`src/rtl/alu_pkg.sv`:
```
// Shared ALU definitions: the 3-bit opcode encoding used by the control decoder
// and the state type of the multi-cycle sequencer.
package alu_pkg;

    localparam logic [2:0] OP_AND   = 3'b000;
    localparam logic [2:0] OP_OR    = 3'b001;
    localparam logic [2:0] OP_ADD   = 3'b010;
    localparam logic [2:0] OP_MULTU = 3'b011;
    localparam logic [2:0] OP_DIVU  = 3'b100;
    localparam logic [2:0] OP_XOR   = 3'b101;
    localparam logic [2:0] OP_SUB   = 3'b110;
    localparam logic [2:0] OP_SLT   = 3'b111;

    typedef enum logic {
        IDLE = 1'b0,
        RUN  = 1'b1
    } state_e;

    function automatic logic is_iter_op(input logic [2:0] op);
        return (op == OP_MULTU) || (op == OP_DIVU);
    endfunction

endpackage

```
`src/rtl/mc_alu_if.sv`:
```
// Request/result bundle between the EX stage and mc_alu.
interface mc_alu_if #(
    parameter int WIDTH = 32
) ();
    logic             start;
    logic [2:0]       ALUOP;
    logic [WIDTH-1:0] In1;
    logic [WIDTH-1:0] In2;
    logic [WIDTH-1:0] OUT;
    logic [WIDTH-1:0] HI;
    logic             Zero;
    logic             busy;
    logic             done;

    modport master (
        output start, ALUOP, In1, In2,
        input  OUT, HI, Zero, busy, done
    );

    modport slave (
        input  start, ALUOP, In1, In2,
        output OUT, HI, Zero, busy, done
    );
endinterface

```
`src/rtl/mc_alu_iter.sv`:
```
// Iterative MULTU/DIVU engine: one shift-add or restoring-subtract step per cycle,
// sharing a single adder and the {acc, q} shift register between both operations.
module mc_alu_iter #(
    parameter int WIDTH = 32
) (
    input  logic             clk,
    input  logic             rst,
    input  logic             load,
    input  logic             run,
    input  logic             div_op,
    input  logic [WIDTH-1:0] a,
    input  logic [WIDTH-1:0] b,
    output logic             last,
    output logic [WIDTH-1:0] hi_next,
    output logic [WIDTH-1:0] lo_next
);
    localparam int CW = $clog2(WIDTH);

    logic [CW-1:0]    cnt_q, cnt_d;
    logic [WIDTH-1:0] acc_q, acc_d;
    logic [WIDTH-1:0] q_q, q_d;
    logic [WIDTH-1:0] m_q, m_d;
    logic             div_q, div_d;

    logic [WIDTH:0]   operand_a;
    logic [WIDTH:0]   addend;
    logic [WIDTH+1:0] sum;
    logic [WIDTH:0]   partial;
    logic [WIDTH-1:0] acc_step;
    logic [WIDTH-1:0] q_step;

    always_comb begin
        operand_a = div_q ? {acc_q, q_q[WIDTH-1]} : {1'b0, acc_q};
        addend    = div_q ? ~{1'b0, m_q} : {1'b0, m_q};
        // For divide, sum[WIDTH+1] is the no-borrow flag of (shifted remainder - divisor).
        sum       = {1'b0, operand_a} + {1'b0, addend} + {{(WIDTH+1){1'b0}}, div_q};
        partial   = (q_q[0] ? sum[WIDTH:0] : {1'b0, acc_q});
        if (div_q) begin
            acc_step = sum[WIDTH+1] ? sum[WIDTH-1:0] : operand_a[WIDTH-1:0];
            q_step   = {q_q[WIDTH-2:0], sum[WIDTH+1]};
        end else begin
            acc_step = partial[WIDTH:1];
            q_step   = {partial[0], q_q[WIDTH-1:1]};
        end

        cnt_d = cnt_q;
        acc_d = acc_q;
        q_d   = q_q;
        m_d   = m_q;
        div_d = div_q;
        if (load) begin
            cnt_d = '0;
            acc_d = '0;
            q_d   = div_op ? a : b;
            m_d   = div_op ? b : a;
            div_d = div_op;
        end else if (run) begin
            cnt_d = cnt_q + 1'b1;
            acc_d = acc_step;
            q_d   = q_step;
        end
    end

    always_ff @(posedge clk) begin
        if (rst) begin
            cnt_q <= '0;
            acc_q <= '0;
            q_q   <= '0;
            m_q   <= '0;
            div_q <= 1'b0;
        end else begin
            cnt_q <= cnt_d;
            acc_q <= acc_d;
            q_q   <= q_d;
            m_q   <= m_d;
            div_q <= div_d;
        end
    end

    assign last    = (cnt_q == CW'(WIDTH - 1));
    assign hi_next = acc_step;
    assign lo_next = q_step;

endmodule

```
`src/rtl/mc_alu.sv`:
```
// Multi-cycle ALU: registered single-cycle ops plus iterative MULTU/DIVU with HI/LO,
// sequenced by a two-state FSM that holds busy while the iteration runs.
module mc_alu
    import alu_pkg::*;
#(
    parameter int WIDTH  = 32,
    parameter int MULDIV = 1
) (
    input  logic     clk,
    input  logic     rst,
    mc_alu_if.slave  bus
);
    state_e           state_q, state_d;
    logic [WIDTH-1:0] out_q, out_d;
    logic [WIDTH-1:0] hi_q, hi_d;
    logic             zero_q, zero_d;
    logic             zpend_q, zpend_d;
    logic             done_q, done_d;

    logic [WIDTH-1:0] alu_res;
    logic             operands_eq;
    logic             iter_load;
    logic             iter_last;
    logic [WIDTH-1:0] iter_hi;
    logic [WIDTH-1:0] iter_lo;

    always_comb begin
        alu_res = '0;
        unique case (bus.ALUOP)
            OP_AND:  alu_res = bus.In1 & bus.In2;
            OP_OR:   alu_res = bus.In1 | bus.In2;
            OP_ADD:  alu_res = bus.In1 + bus.In2;
            OP_SUB:  alu_res = bus.In1 - bus.In2;
            OP_XOR:  alu_res = bus.In1 ^ bus.In2;
            OP_SLT:  alu_res[0] = (bus.In1 < bus.In2);
            default: alu_res = '0;
        endcase
    end

    assign operands_eq = (bus.In1 == bus.In2);
    assign iter_load   = (state_q == IDLE) && bus.start && (MULDIV != 0) && is_iter_op(bus.ALUOP);

    mc_alu_iter #(.WIDTH(WIDTH)) u_iter (
        .clk     (clk),
        .rst     (rst),
        .load    (iter_load),
        .run     (state_q == RUN),
        .div_op  (bus.ALUOP == OP_DIVU),
        .a       (bus.In1),
        .b       (bus.In2),
        .last    (iter_last),
        .hi_next (iter_hi),
        .lo_next (iter_lo)
    );

    always_comb begin
        state_d = state_q;
        out_d   = out_q;
        hi_d    = hi_q;
        zero_d  = zero_q;
        zpend_d = zpend_q;
        done_d  = 1'b0;
        unique case (state_q)
            IDLE: begin
                if (iter_load) begin
                    // Zero is held back so it only changes together with the result.
                    zpend_d = operands_eq;
                    state_d = RUN;
                end else if (bus.start) begin
                    out_d  = alu_res;
                    hi_d   = '0;
                    zero_d = operands_eq;
                    done_d = 1'b1;
                end
            end
            RUN: begin
                if (iter_last) begin
                    out_d   = iter_lo;
                    hi_d    = iter_hi;
                    zero_d  = zpend_q;
                    done_d  = 1'b1;
                    state_d = IDLE;
                end
            end
            default: state_d = IDLE;
        endcase
    end

    always_ff @(posedge clk) begin
        if (rst) begin
            state_q <= IDLE;
            out_q   <= '0;
            hi_q    <= '0;
            zero_q  <= 1'b0;
            zpend_q <= 1'b0;
            done_q  <= 1'b0;
        end else begin
            state_q <= state_d;
            out_q   <= out_d;
            hi_q    <= hi_d;
            zero_q  <= zero_d;
            zpend_q <= zpend_d;
            done_q  <= done_d;
        end
    end

    assign bus.OUT  = out_q;
    assign bus.HI   = hi_q;
    assign bus.Zero = zero_q;
    assign bus.busy = (state_q == RUN);
    assign bus.done = done_q;

endmodule

```
`src/flat_wrapper.sv`:
```
// flat-port wrapper written by rule: the top's interface ports become plain ports
module mc_alu_flat import alu_pkg::*;
#(
    parameter int WIDTH  = 32,
    parameter int MULDIV = 1
)
  (clk, rst, bus_start, bus_ALUOP, bus_In1, bus_In2, bus_OUT, bus_HI, bus_Zero, bus_busy, bus_done);
  mc_alu_if #(.WIDTH(WIDTH)) bus_i ();
  input  logic clk;
  input  logic rst;
  input wire logic [$bits(bus_i.start)-1:0] bus_start;
  input wire logic [$bits(bus_i.ALUOP)-1:0] bus_ALUOP;
  input wire logic [$bits(bus_i.In1)-1:0] bus_In1;
  input wire logic [$bits(bus_i.In2)-1:0] bus_In2;
  output wire logic [$bits(bus_i.OUT)-1:0] bus_OUT;
  output wire logic [$bits(bus_i.HI)-1:0] bus_HI;
  output wire logic [$bits(bus_i.Zero)-1:0] bus_Zero;
  output wire logic [$bits(bus_i.busy)-1:0] bus_busy;
  output wire logic [$bits(bus_i.done)-1:0] bus_done;
  assign bus_i.start = bus_start;
  assign bus_i.ALUOP = bus_ALUOP;
  assign bus_i.In1 = bus_In1;
  assign bus_i.In2 = bus_In2;
  assign bus_OUT = bus_i.OUT;
  assign bus_HI = bus_i.HI;
  assign bus_Zero = bus_i.Zero;
  assign bus_busy = bus_i.busy;
  assign bus_done = bus_i.done;
  mc_alu #(.WIDTH(WIDTH), .MULDIV(MULDIV)) u_core (.clk(clk), .rst(rst), .bus(bus_i));
endmodule
```
`config.mk`:
```
export PLATFORM = sky130hd
export DESIGN_NAME = mc_alu_flat
export DESIGN_NICKNAME = d
export VERILOG_FILES = /design/src/rtl/alu_pkg.sv /design/src/rtl/mc_alu_if.sv /design/src/rtl/mc_alu_iter.sv /design/src/rtl/mc_alu.sv /design/src/flat_wrapper.sv
export SDC_FILE = /design/constraint.sdc
export NUM_CORES = 1
export LEC_CHECK = 0
export ABC_AREA = 1
export CORE_MARGIN = 2
export CORE_UTILIZATION = 57
export CTS_BUF_LIST = sky130_fd_sc_hd__clkbuf_8 sky130_fd_sc_hd__clkbuf_16
export CTS_CLUSTER_SIZE = 8
export DETAILED_ROUTE_END_ITERATION = 8
export PLACE_DENSITY = 0.75
export SKIP_LAST_GASP = 1
export SLEW_MARGIN = 20
export SYNTH_ARGS = -nofsm -noshare
export SYNTH_HDL_FRONTEND = slang
export SYNTH_SLANG_ARGS = --single-unit
export TNS_END_PERCENT = 1
```
`constraint.sdc`:
```
create_clock -name clk -period 7.67 [get_ports clk]
set_clock_uncertainty 0.1 [all_clocks]
set_input_delay 0.767 -clock clk [delete_from_list [all_inputs] [get_ports clk]]
set_output_delay 0.767 -clock clk [all_outputs]
set_load 0.01 [all_outputs]
```
**Placement view**

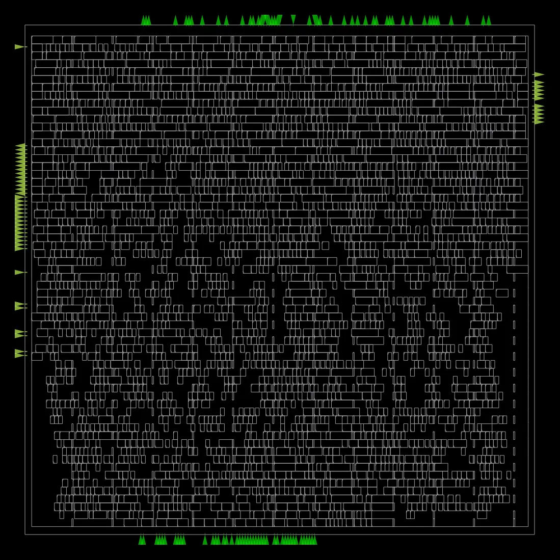
Tap Cells: 384
fraction of area in registers: 0.184
num sequential: 170

**Cells by drive strength**

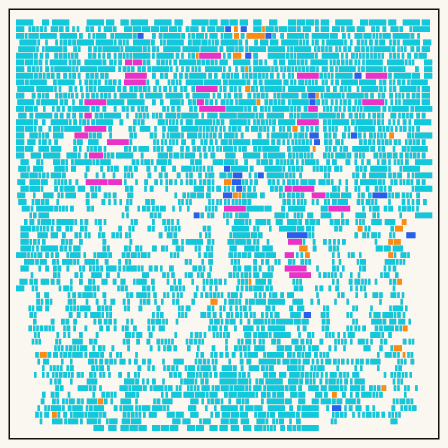
Orange shows drive 2, cells 35. Magenta shows drive 6 and up, cells 30. Cyan shows drive 1 or less, cells 2,739. Blue shows drive 3 to 4, cells 23.
post-route cell area: 18,500 um2
Final Worst Setup Slack: 2.22 ns

**Pin map**

Scale bar: 50 um. Pins as bars across the die edge, other pins in grey.
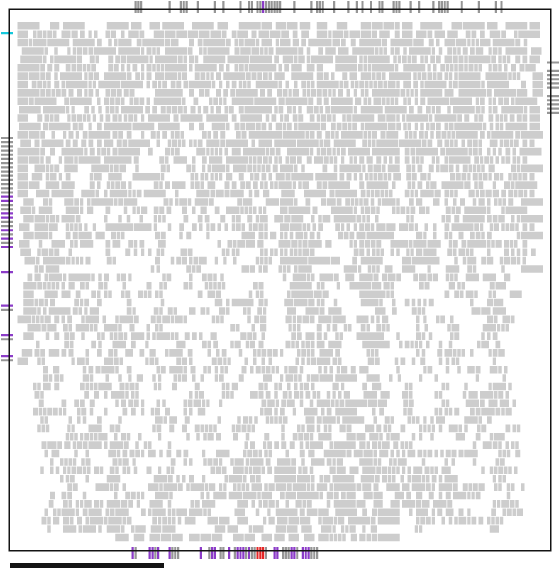
Cyan shows clk, pins 1, direction input, edge left. Red shows bus_ALUOP, pins 3, direction input, edge bottom. Purple shows bus_In1, pins 32, direction input, edge 20 bottom, 11 left, 1 top.
All pins by edge: 48 top, 43 bottom, 35 left, 11 right.

==> metrics.csv <==
stage,metric,value,unit
logic_synthesis,synth_area,16700,um2
setup_path,slowest_delay,0.87,ns
logic_synthesis,logic_family,simple AND/OR/NAND/NOR gates,
run,warnings,100,
logic_synthesis,synth-edff-count,0,
clock_network,tritoncts,done,
logic_synthesis,synthFlopType,dfxtp_1,
run_status,status,"complete, no violations",
hold_path,min_from,u_core.u_iter.cnt_q[4],
setup_path,reg2reg_from,u_core.u_iter.div_q,
power_and_ir_drop,p_seq_frac,0.349,
setup_path,endpoint_kind,flip-flop,
finish,diodes,0,
power_and_ir_drop,p_int,1.67,mW
clock_network,cts_root_buf,clkbuf_16,
route,totalWireLength,74.1,mm
setup_path,cp-startpoint,u_core.u_iter.div_q,
clock_network,cts_max_path_buffers,2,
logic_synthesis,ys_cells,2789,
finish,nets,3024,
logic_synthesis,synth_seq_share,0.204,
finish,drive_above_1_share,0.0311,
setup_path,crit_chain,"inv_2, buf_4, o21ai_0, ha_1, a21oi_1, o21ai_0, nand2_1, nand2_1, inv_2, nand2_1, nand2_2, nand3_4, nand2_1, nand2_1, o21ai_1, nand2_1, a21oi_1",
logic_synthesis,muxShareOfSynthArea,0,
setup_path,cp.arrival,5.72,ns
power_and_ir_drop,top_power_group,sequential cells,
logic_synthesis,postSynthAreaPerCell,5.99,um2
route,initialDrtViolationCount,3213,
power_and_ir_drop,p_total,2.79,mW
==> final cells by class <==
class,instances,area (um2)
multi-input cells,2199,11500
fillers,2670,10300
flip-flops and latches,170,3410
repair buffers,148,1450
inverters,278,1050
well taps,384,480
clock buffers,17,425
clock inverters,15,198
==> through the flow <==
step / utilization / instance area, um2
2_1_floorplan: - / 16700
3_3_place_gp: 0.621 / 17900
3_5_place_dp: 0.621 / 17900
4_1_cts: 0.642 / 18500
5_1_grt: 0.642 / 18500
6_report: 0.642 / 18500
==> metal layers <==
| layer | track usage | vias up | wire, um |
|---|---|---|---|
| met5 | 0 | - | 0 |
| met4 | 0.452 | 0 | 8470 |
| met3 | 0.120 | 374 | 8100 |
| met2 | 0.753 | 1531 | 32500 |
| met1 | 0.523 | 9246 | 25100 |
| li1 | - | 9301 | - |
==> sequential cells by signal (all words and copies together), names as in the netlist <==
| name | flops |
|---|---|
| u_core.bus.OUT | 32 |
| u_core.bus.busy | 1 |
| u_core.u_iter.cnt_q | 5 |
| u_core.bus.Zero | 1 |
| u_core.u_iter.div_q | 1 |
| u_core.u_iter.m_q | 32 |
| u_core.bus.done | 1 |
| u_core.bus.HI | 32 |
| u_core.zpend_q | 1 |
| u_core.u_iter.q_q | 32 |
| u_core.u_iter.acc_q | 32 |
==> critical path, delay by kind of cell (launching register included) <==
family                   cells  cell delay (ns)
AND/OR/NAND/NOR              8             1.51
AND-OR/OR-AND                5             1.59
flip-flops                   1             0.87
adder cells (fa/ha/maj)      1             0.44
buffers and inverters        3             0.80
==> cell usage in the layout, fill, tap and decap left out, types with 38 or more instances in the layout <==
cell	count
inv_1	268
nand4_1	38
o21ai_0	294
dfxtp_1	168
clkdlybuf4s50_1	136
ha_1	137
a21oi_1	283
nand3_1	193
nand2_1	723
nor2_1	265
